### config.mk
export PLATFORM = sky130hd
export DESIGN_NAME = life_count_sequencer_flat
export DESIGN_NICKNAME = d
export VERILOG_FILES = /design/src/rtl/life_count_sequencer_pkg.sv /design/src/rtl/life_count_sequencer_if.sv /design/src/rtl/adder3.sv /design/src/rtl/life_count_sequencer.sv /design/src/flat_wrapper.sv
export SDC_FILE = /design/constraint.sdc
export NUM_CORES = 1
export LEC_CHECK = 0
export ABC_AREA = 1
export CAP_MARGIN = 20
export CORE_MARGIN = 2
export CORE_UTILIZATION = 50
export DETAILED_ROUTE_END_ITERATION = 6
export GPL_TIMING_DRIVEN = 0
export PLACE_DENSITY = 0.82
export SETUP_SLACK_MARGIN = 0.02
export SKIP_LAST_GASP = 1
export SLEW_MARGIN = 10
export SYNTH_ARGS = -nofsm -noshare
export SYNTH_HDL_FRONTEND = slang
export SYNTH_SLANG_ARGS = --single-unit
export TNS_END_PERCENT = 20
### constraint.sdc
create_clock -name clk -period 2.2 [get_ports clk]
set_clock_uncertainty 0.1 [all_clocks]
set_input_delay 0.44 -clock clk [delete_from_list [all_inputs] [get_ports clk]]
set_output_delay 0.44 -clock clk [all_outputs]
set_load 0.02 [all_outputs]
### src/rtl/life_count_sequencer_pkg.sv
// Shared types, constants and the Conway rule for the serial live-neighbour counter.
package life_count_sequencer_pkg;

    typedef enum logic [1:0] {
        IDLE  = 2'd0,
        ACCUM = 2'd1,
        DONE  = 2'd2
    } state_t;

    localparam int BIRTH_COUNT      = 3;
    localparam int SURVIVE_COUNT    = 2;
    localparam int EARLY_DEAD_COUNT = 4;
    localparam int COUNT_W          = 4;

    function automatic logic life_rule(input logic [COUNT_W-1:0] count, input logic alive);
        return (count == COUNT_W'(BIRTH_COUNT)) ||
               ((count == COUNT_W'(SURVIVE_COUNT)) && alive);
    endfunction

endpackage

### src/rtl/life_count_sequencer_if.sv
// Request/result bundle between the cell-update logic (master) and the sequencer (slave).
interface life_count_sequencer_if
    import life_count_sequencer_pkg::*;
#(
    parameter int N_NEIGHBORS = 8
);
    logic                   start;
    logic [N_NEIGHBORS-1:0] neighbors;
    logic                   cell_alive;
    logic                   busy;
    logic                   done;
    logic                   next_alive;
    logic [COUNT_W-1:0]     live_count;

    modport master (
        output start, neighbors, cell_alive,
        input  busy, done, next_alive, live_count
    );

    modport slave (
        input  start, neighbors, cell_alive,
        output busy, done, next_alive, live_count
    );
endinterface

### src/rtl/adder3.sv
// 3-bit ripple-carry adder; the shared datapath the sequencer time-multiplexes.
module adder3 (
    input  logic [2:0] a,
    input  logic [2:0] b,
    input  logic       c_in,
    output logic [2:0] sum,
    output logic       c_out
);
    logic [3:0] carry;

    assign carry[0] = c_in;

    for (genvar i = 0; i < 3; i++) begin : g_bit
        assign sum[i]     = a[i] ^ b[i] ^ carry[i];
        assign carry[i+1] = (a[i] & b[i]) | (carry[i] & (a[i] ^ b[i]));
    end

    assign c_out = carry[3];
endmodule

### src/rtl/life_count_sequencer.sv
// Counts live neighbours one bit per cycle through a shared adder3, then applies Conway's rule.
module life_count_sequencer
    import life_count_sequencer_pkg::*;
#(
    parameter int N_NEIGHBORS = 8,
    parameter int EARLY_EXIT  = 0
) (
    input  logic                          clk,
    input  logic                          rst,
    life_count_sequencer_if.slave         bus
);
    localparam int IDX_W = (N_NEIGHBORS > 1) ? $clog2(N_NEIGHBORS) : 1;

    state_t                 state, state_nxt;
    logic [N_NEIGHBORS-1:0] nb_reg;
    logic                   cell_reg;
    logic [2:0]             acc;
    logic                   carry_sticky;
    logic [IDX_W-1:0]       idx;
    logic [COUNT_W-1:0]     res_count;
    logic                   res_alive;

    logic [2:0]             sum;
    logic                   c_out;
    logic [COUNT_W-1:0]     cur_count, new_count;
    logic                   last_bit, early_hit;

    adder3 u_adder3 (
        .a     (acc),
        .b     (3'b000),
        .c_in  (nb_reg[idx]),
        .sum   (sum),
        .c_out (c_out)
    );

    assign cur_count = {carry_sticky, acc};
    assign new_count = {carry_sticky | c_out, sum};
    assign last_bit  = (idx == IDX_W'(N_NEIGHBORS - 1));
    // Once four neighbours are seen the cell is dead regardless of the rest.
    assign early_hit = (EARLY_EXIT != 0) && (new_count >= COUNT_W'(EARLY_DEAD_COUNT));

    always_ff @(posedge clk) begin
        if (!rst) state <= IDLE;
        else      state <= state_nxt;
    end

    always_comb begin
        state_nxt = state;
        case (state)
            IDLE:    if (bus.start) state_nxt = ACCUM;
            ACCUM:   if (last_bit || early_hit) state_nxt = DONE;
            DONE:    state_nxt = IDLE;
            default: state_nxt = IDLE;
        endcase
    end

    always_comb begin
        bus.busy       = (state != IDLE);
        bus.done       = (state == DONE);
        bus.live_count = res_count;
        bus.next_alive = res_alive;
        if (state == DONE) begin
            bus.live_count = cur_count;
            bus.next_alive = life_rule(cur_count, cell_reg);
        end
    end

    always_ff @(posedge clk) begin
        if (!rst) begin
            nb_reg       <= '0;
            cell_reg     <= 1'b0;
            acc          <= '0;
            carry_sticky <= 1'b0;
            idx          <= '0;
            res_count    <= '0;
            res_alive    <= 1'b0;
        end else begin
            case (state)
                IDLE: if (bus.start) begin
                    nb_reg       <= bus.neighbors;
                    cell_reg     <= bus.cell_alive;
                    acc          <= '0;
                    carry_sticky <= 1'b0;
                    idx          <= '0;
                end
                ACCUM: begin
                    acc          <= sum;
                    carry_sticky <= carry_sticky | c_out;
                    idx          <= idx + 1'b1;
                end
                // Results presented combinationally in DONE are kept for the IDLE that follows.
                DONE: begin
                    res_count <= cur_count;
                    res_alive <= life_rule(cur_count, cell_reg);
                end
                default: ;
            endcase
        end
    end
endmodule
### src/flat_wrapper.sv
// flat-port wrapper written by rule: the top's interface ports become plain ports
module life_count_sequencer_flat import life_count_sequencer_pkg::*;
#(
    parameter int N_NEIGHBORS = 8,
    parameter int EARLY_EXIT  = 0
)
  (clk, rst, bus_start, bus_neighbors, bus_cell_alive, bus_busy, bus_done, bus_next_alive, bus_live_count);
  life_count_sequencer_if #(.N_NEIGHBORS(N_NEIGHBORS)) bus_i ();
  input  logic clk;
  input  logic rst;
  input wire logic [$bits(bus_i.start)-1:0] bus_start;
  input wire logic [$bits(bus_i.neighbors)-1:0] bus_neighbors;
  input wire logic [$bits(bus_i.cell_alive)-1:0] bus_cell_alive;
  output wire logic [$bits(bus_i.busy)-1:0] bus_busy;
  output wire logic [$bits(bus_i.done)-1:0] bus_done;
  output wire logic [$bits(bus_i.next_alive)-1:0] bus_next_alive;
  output wire logic [$bits(bus_i.live_count)-1:0] bus_live_count;
  assign bus_i.start = bus_start;
  assign bus_i.neighbors = bus_neighbors;
  assign bus_i.cell_alive = bus_cell_alive;
  assign bus_busy = bus_i.busy;
  assign bus_done = bus_i.done;
  assign bus_next_alive = bus_i.next_alive;
  assign bus_live_count = bus_i.live_count;
  life_count_sequencer #(.N_NEIGHBORS(N_NEIGHBORS), .EARLY_EXIT(EARLY_EXIT)) u_core (.clk(clk), .rst(rst), .bus(bus_i));
endmodule
==> results.json, run 1 <==
{
  "vias": 969,
  "ys_seq_share_pct": 44.44,
  "p_comb_share_pct": 14.5,
  "layout_setup_ws_ns": -0.1028,
  "netlist_area_sq_mm": 0.001036,
  "path_clk_slew_ns": 0.13,
  "nNetsFinal": 187,
  "pg_seq_uw": 449,
  "numCtsBuffers": 3,
  "dr.pass1.iters": 4,
  "postPlaceCellArea_sq_mm": 0.001250,
  "dp.cells": 192,
  "timing.final.crit_period_ns": 2.303,
  "worstHoldEndpoint": "u_core.res_count[2]",
  "end_kind": "primary output",
  "synthCells": 147,
  "finalSetupViolCount": 3,
  "required_ns": 1.66,
  "hold_slack_ns": 0.3859,
  "cts_num_sinks": 23,
  "min_from": "u_core.res_count[2]",
  "cts_root_buf": "clkbuf_4",
  "die_x_um": 49.52,
  "wire_per_inst_um": 10.45,
  "startpoint": "u_core.state[0]",
  "maxPowerGroup": "sequential cells",
  "slew_viol_final": 0,
  "top_cells_by_area": "dfxtp_1 44%, nand2_1 12%, nor2_1 9.1%",
  "arrival_ns": 1.76,
  "edf_count": 0,
  "slew_headroom_pct": 66.65,
  "status": "complete, but fails checks",
  "power_density_mw_per_mm2": 587.0,
  "violations": "negative setup slack",
  "fa_ha_area_share_pct": 6.039,
  "yosys_warnings": 0,
  "flop_cell": "dfxtp_1",
  "rr_endpoint": "u_core.acc[2]",
  "power.switching_uw": 197.8,
  "grt_start_max_net_pins": 14
}
run 1: layout make-up:
cell class | instances | area [sq um] | area share, %
buffer | 3 | 18.77 | 1.468
clock buffer | 3 | 22.52 | 1.761
timing repair buffer | 18 | 181.4 | 14.19
sequential | 23 | 460.4 | 36.01
inverter | 23 | 86.33 | 6.751
clock inverter | 1 | 5.005 | 0.3914
tap | 27 | 33.78 | 2.642
multi-input combinational | 98 | 470.5 | 36.79
run 1: what timing repair did:
item                                    4_1_cts  5_1_grt
hold endpoints to repair                      0        0
resized                                       1        3
pin swaps                                     0        0
endpoints found under the setup margin        6        6
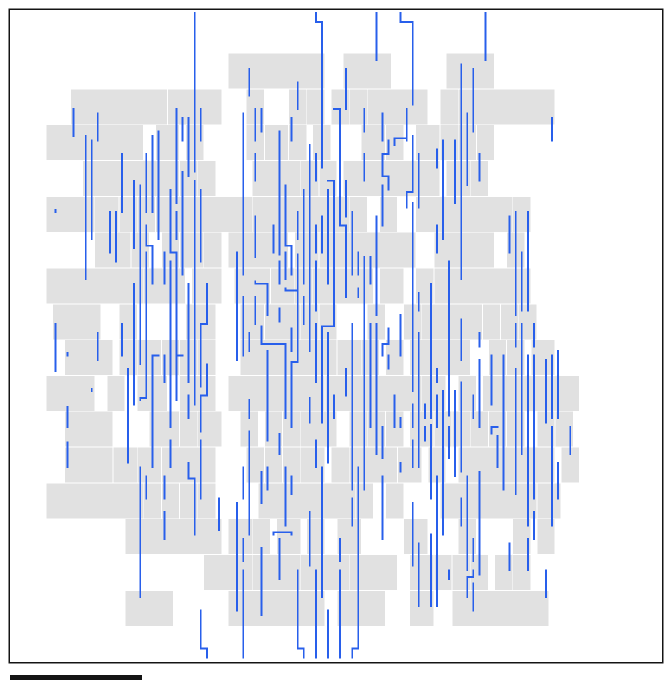
Figure 1: run 1, M2 wires.
The bar under the picture is 10 um long. Cells faint in the background.
The longest straight run is 17.7 um. The layer holds 51% of the routed length.

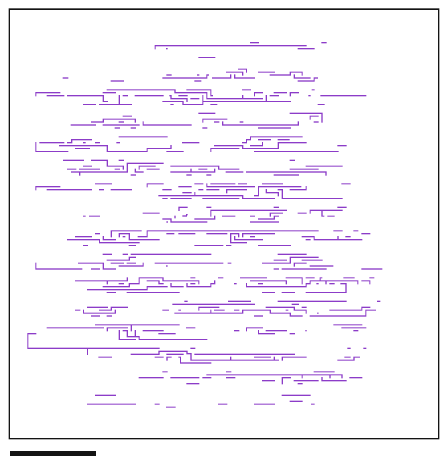
Figure 2: run 1, signal wires on met1.
The bar under the picture is 10 um long.
178 nets have wire on it. The wires run mostly horizontal. The layer carries 916 um of wire. The longest straight run is 19.8 um.

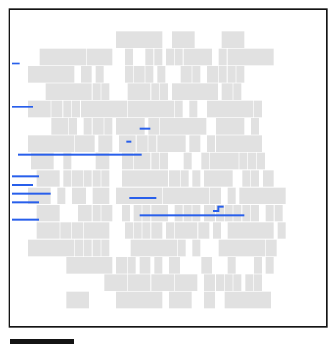
Figure 3: run 1, met3 routing.
The bar under the picture is 10 um long. Cells faint in the background.
The longest straight run is 19.1 um. 11 nets have wire on it.

Figure 4. Local utilization (run 1).
10 x 10 tiles, from white (low) to dark blue (high), 0 to 100% covered.
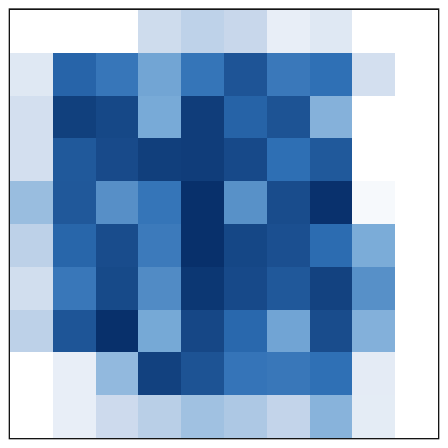

--- run 2 (diff from run 1) ---
--- a/config.mk
+++ b/config.mk
@@ -6,12 +6,14 @@
 export NUM_CORES = 1
 export LEC_CHECK = 0
 export ABC_AREA = 1
+export ABC_CLOCK_PERIOD_IN_PS = 2200
 export CAP_MARGIN = 20
 export CORE_MARGIN = 2
-export CORE_UTILIZATION = 50
+export CORE_UTILIZATION = 59
 export DETAILED_ROUTE_END_ITERATION = 6
+export DONT_BUFFER_PORTS = 1
 export GPL_TIMING_DRIVEN = 0
-export PLACE_DENSITY = 0.82
+export PLACE_DENSITY = 0.8
 export SETUP_SLACK_MARGIN = 0.02
 export SKIP_LAST_GASP = 1
 export SLEW_MARGIN = 10
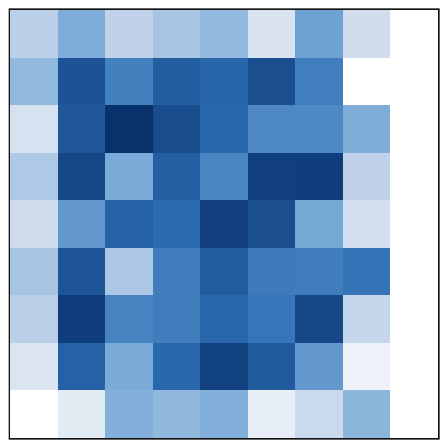
Figure 5: run 2, local utilization.
9 x 9 tiles, from white (low) to dark blue (high), 0 to 100% covered.
31% of the tiles are over 75% full. The fullest tile reaches 100%. 14% of the tiles are nearly empty. The densest ninth of the die: centre. The mean over all tiles is 51%.
core area: 0.001689 sq mm
post-layout util: 64.22%
Initial Util: 61.33%

==> results.json, run 2 <==
{
  "slowest_stage": "dfxtp_1",
  "pg_seq_uw": 450,
  "gp_congestion": 0.7662,
  "startpoint": "u_core.state[0]",
  "grt_pass1_wl_mm": 3.208,
  "required_ns": 1.66,
  "grt_usage_pct": 21.32,
  "timing.final.crit_period_ns": 1.966,
  "fa_ha_area_share_pct": 6.039,
  "numCtsBuffers": 3,
  "synth.logic.top_family": "simple AND/OR/NAND/NOR gates",
  "post-cts-setup-buffers": 0,
  "tool_warnings": 26,
  "power_density_mw_per_mm2": 675.6,
  "grt_pass1_vias": 787,
  "netlist_area_sq_mm": 0.001036,
  "grt_start_max_net_pins": 14,
  "post_drt_via_cell_ratio": 5.280,
  "arrival_ns": 1.43,
  "dr.pass1.iters": 4,
  "vias": 887,
  "syn_area_per_cell_sq_um": 7.048,
  "maxPowerGroup": "sequential cells",
  "slew_headroom_pct": 66.91,
  "flop_cell": "dfxtp_1",
  "drt_iter0_drc": 4,
  "synthCells": 147,
  "slew_viol_final": 0,
  "powerClk_uw": 197,
  "nNetsFinal": 169,
  "start_kind": "flop",
  "end_kind": "primary output",
  "reg2reg_setup_slack_ns": 0.29,
  "worstHoldEndpoint": "u_core.cell_reg",
  "simple_gate_area_share_pct": 26.81,
  "status": "completed",
  "wire_per_inst_um": 11.33,
  "dp.cells": 164,
  "cts_hold_buf": 0,
  "rr_endpoint": "u_core.carry_sticky",
  "die_x_um": 45.91,
  "top_usage_layer": "met2",
  "ys_area_sq_mm": 0.001036,
  "cts_num_sinks": 23,
  "path_clk_slew_ns": 0.13,
  "drv_cap": 0,
  "ys_seq_share_pct": 44.44,
  "top_cells_by_area": "dfxtp_1 44%, nand2_1 12%, nor2_1 9.1%",
  "yosys_warnings": 0,
  "layout_setup_ws_ns": 0.2340,
  "power.switching_uw": 199.3,
  "finalSetupViolCount": 0,
  "cts_root_buf": "clkbuf_4",
  "p_comb_share_pct": 11.7,
  "post_cts_resize_count": 0,
  "largest_reg_flops": 8,
  "numPortBuffers": 0,
  "postPlaceCellArea_sq_mm": 0.001057
}
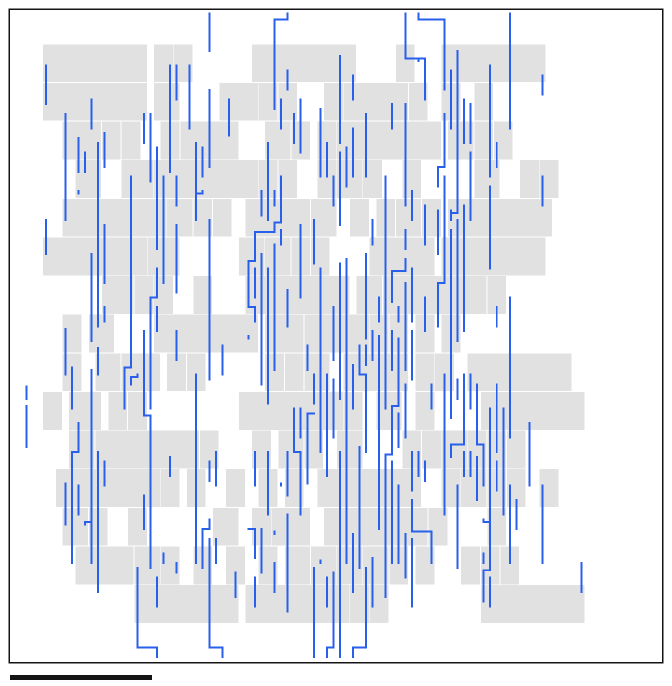
Figure 6: run 2, M2 wires.
The bar under the picture is 10 um long. Cells faint in the background.
135 nets have wire on it. The layer carries 911 um of wire. The layer holds 48% of the routed length. The longest straight run is 21.4 um.

==> run 2: cell count changes in the layout (fill, tap and decap cells not counted), sizes merged <==
cell,before,now
dlymetal6s2s,1,0
dlygate4sd2,1,0
clkdlybuf4s50,16,0
==> run 2: final cells by class <==
type / count / area (sq um)
tap: 17 / 21.27
inverter: 23 / 86.33
fill: 169 / 604.3
clock buffer: 3 / 22.52
multi-input combinational: 98 / 470.5
sequential: 23 / 460.4
buffer: 3 / 18.77
clock inverter: 1 / 5.005
==> run 2: worst register-to-register path, delay by kind of cell, from the launching register on <==
kind	cells	cell delay, ns
AOI/OAI and AO/OA	2	0.24
adders and majority gates	3	0.55
buffers and inverters	1	0.16
DFF	1	0.40
and+or+nand+nor	5	0.35
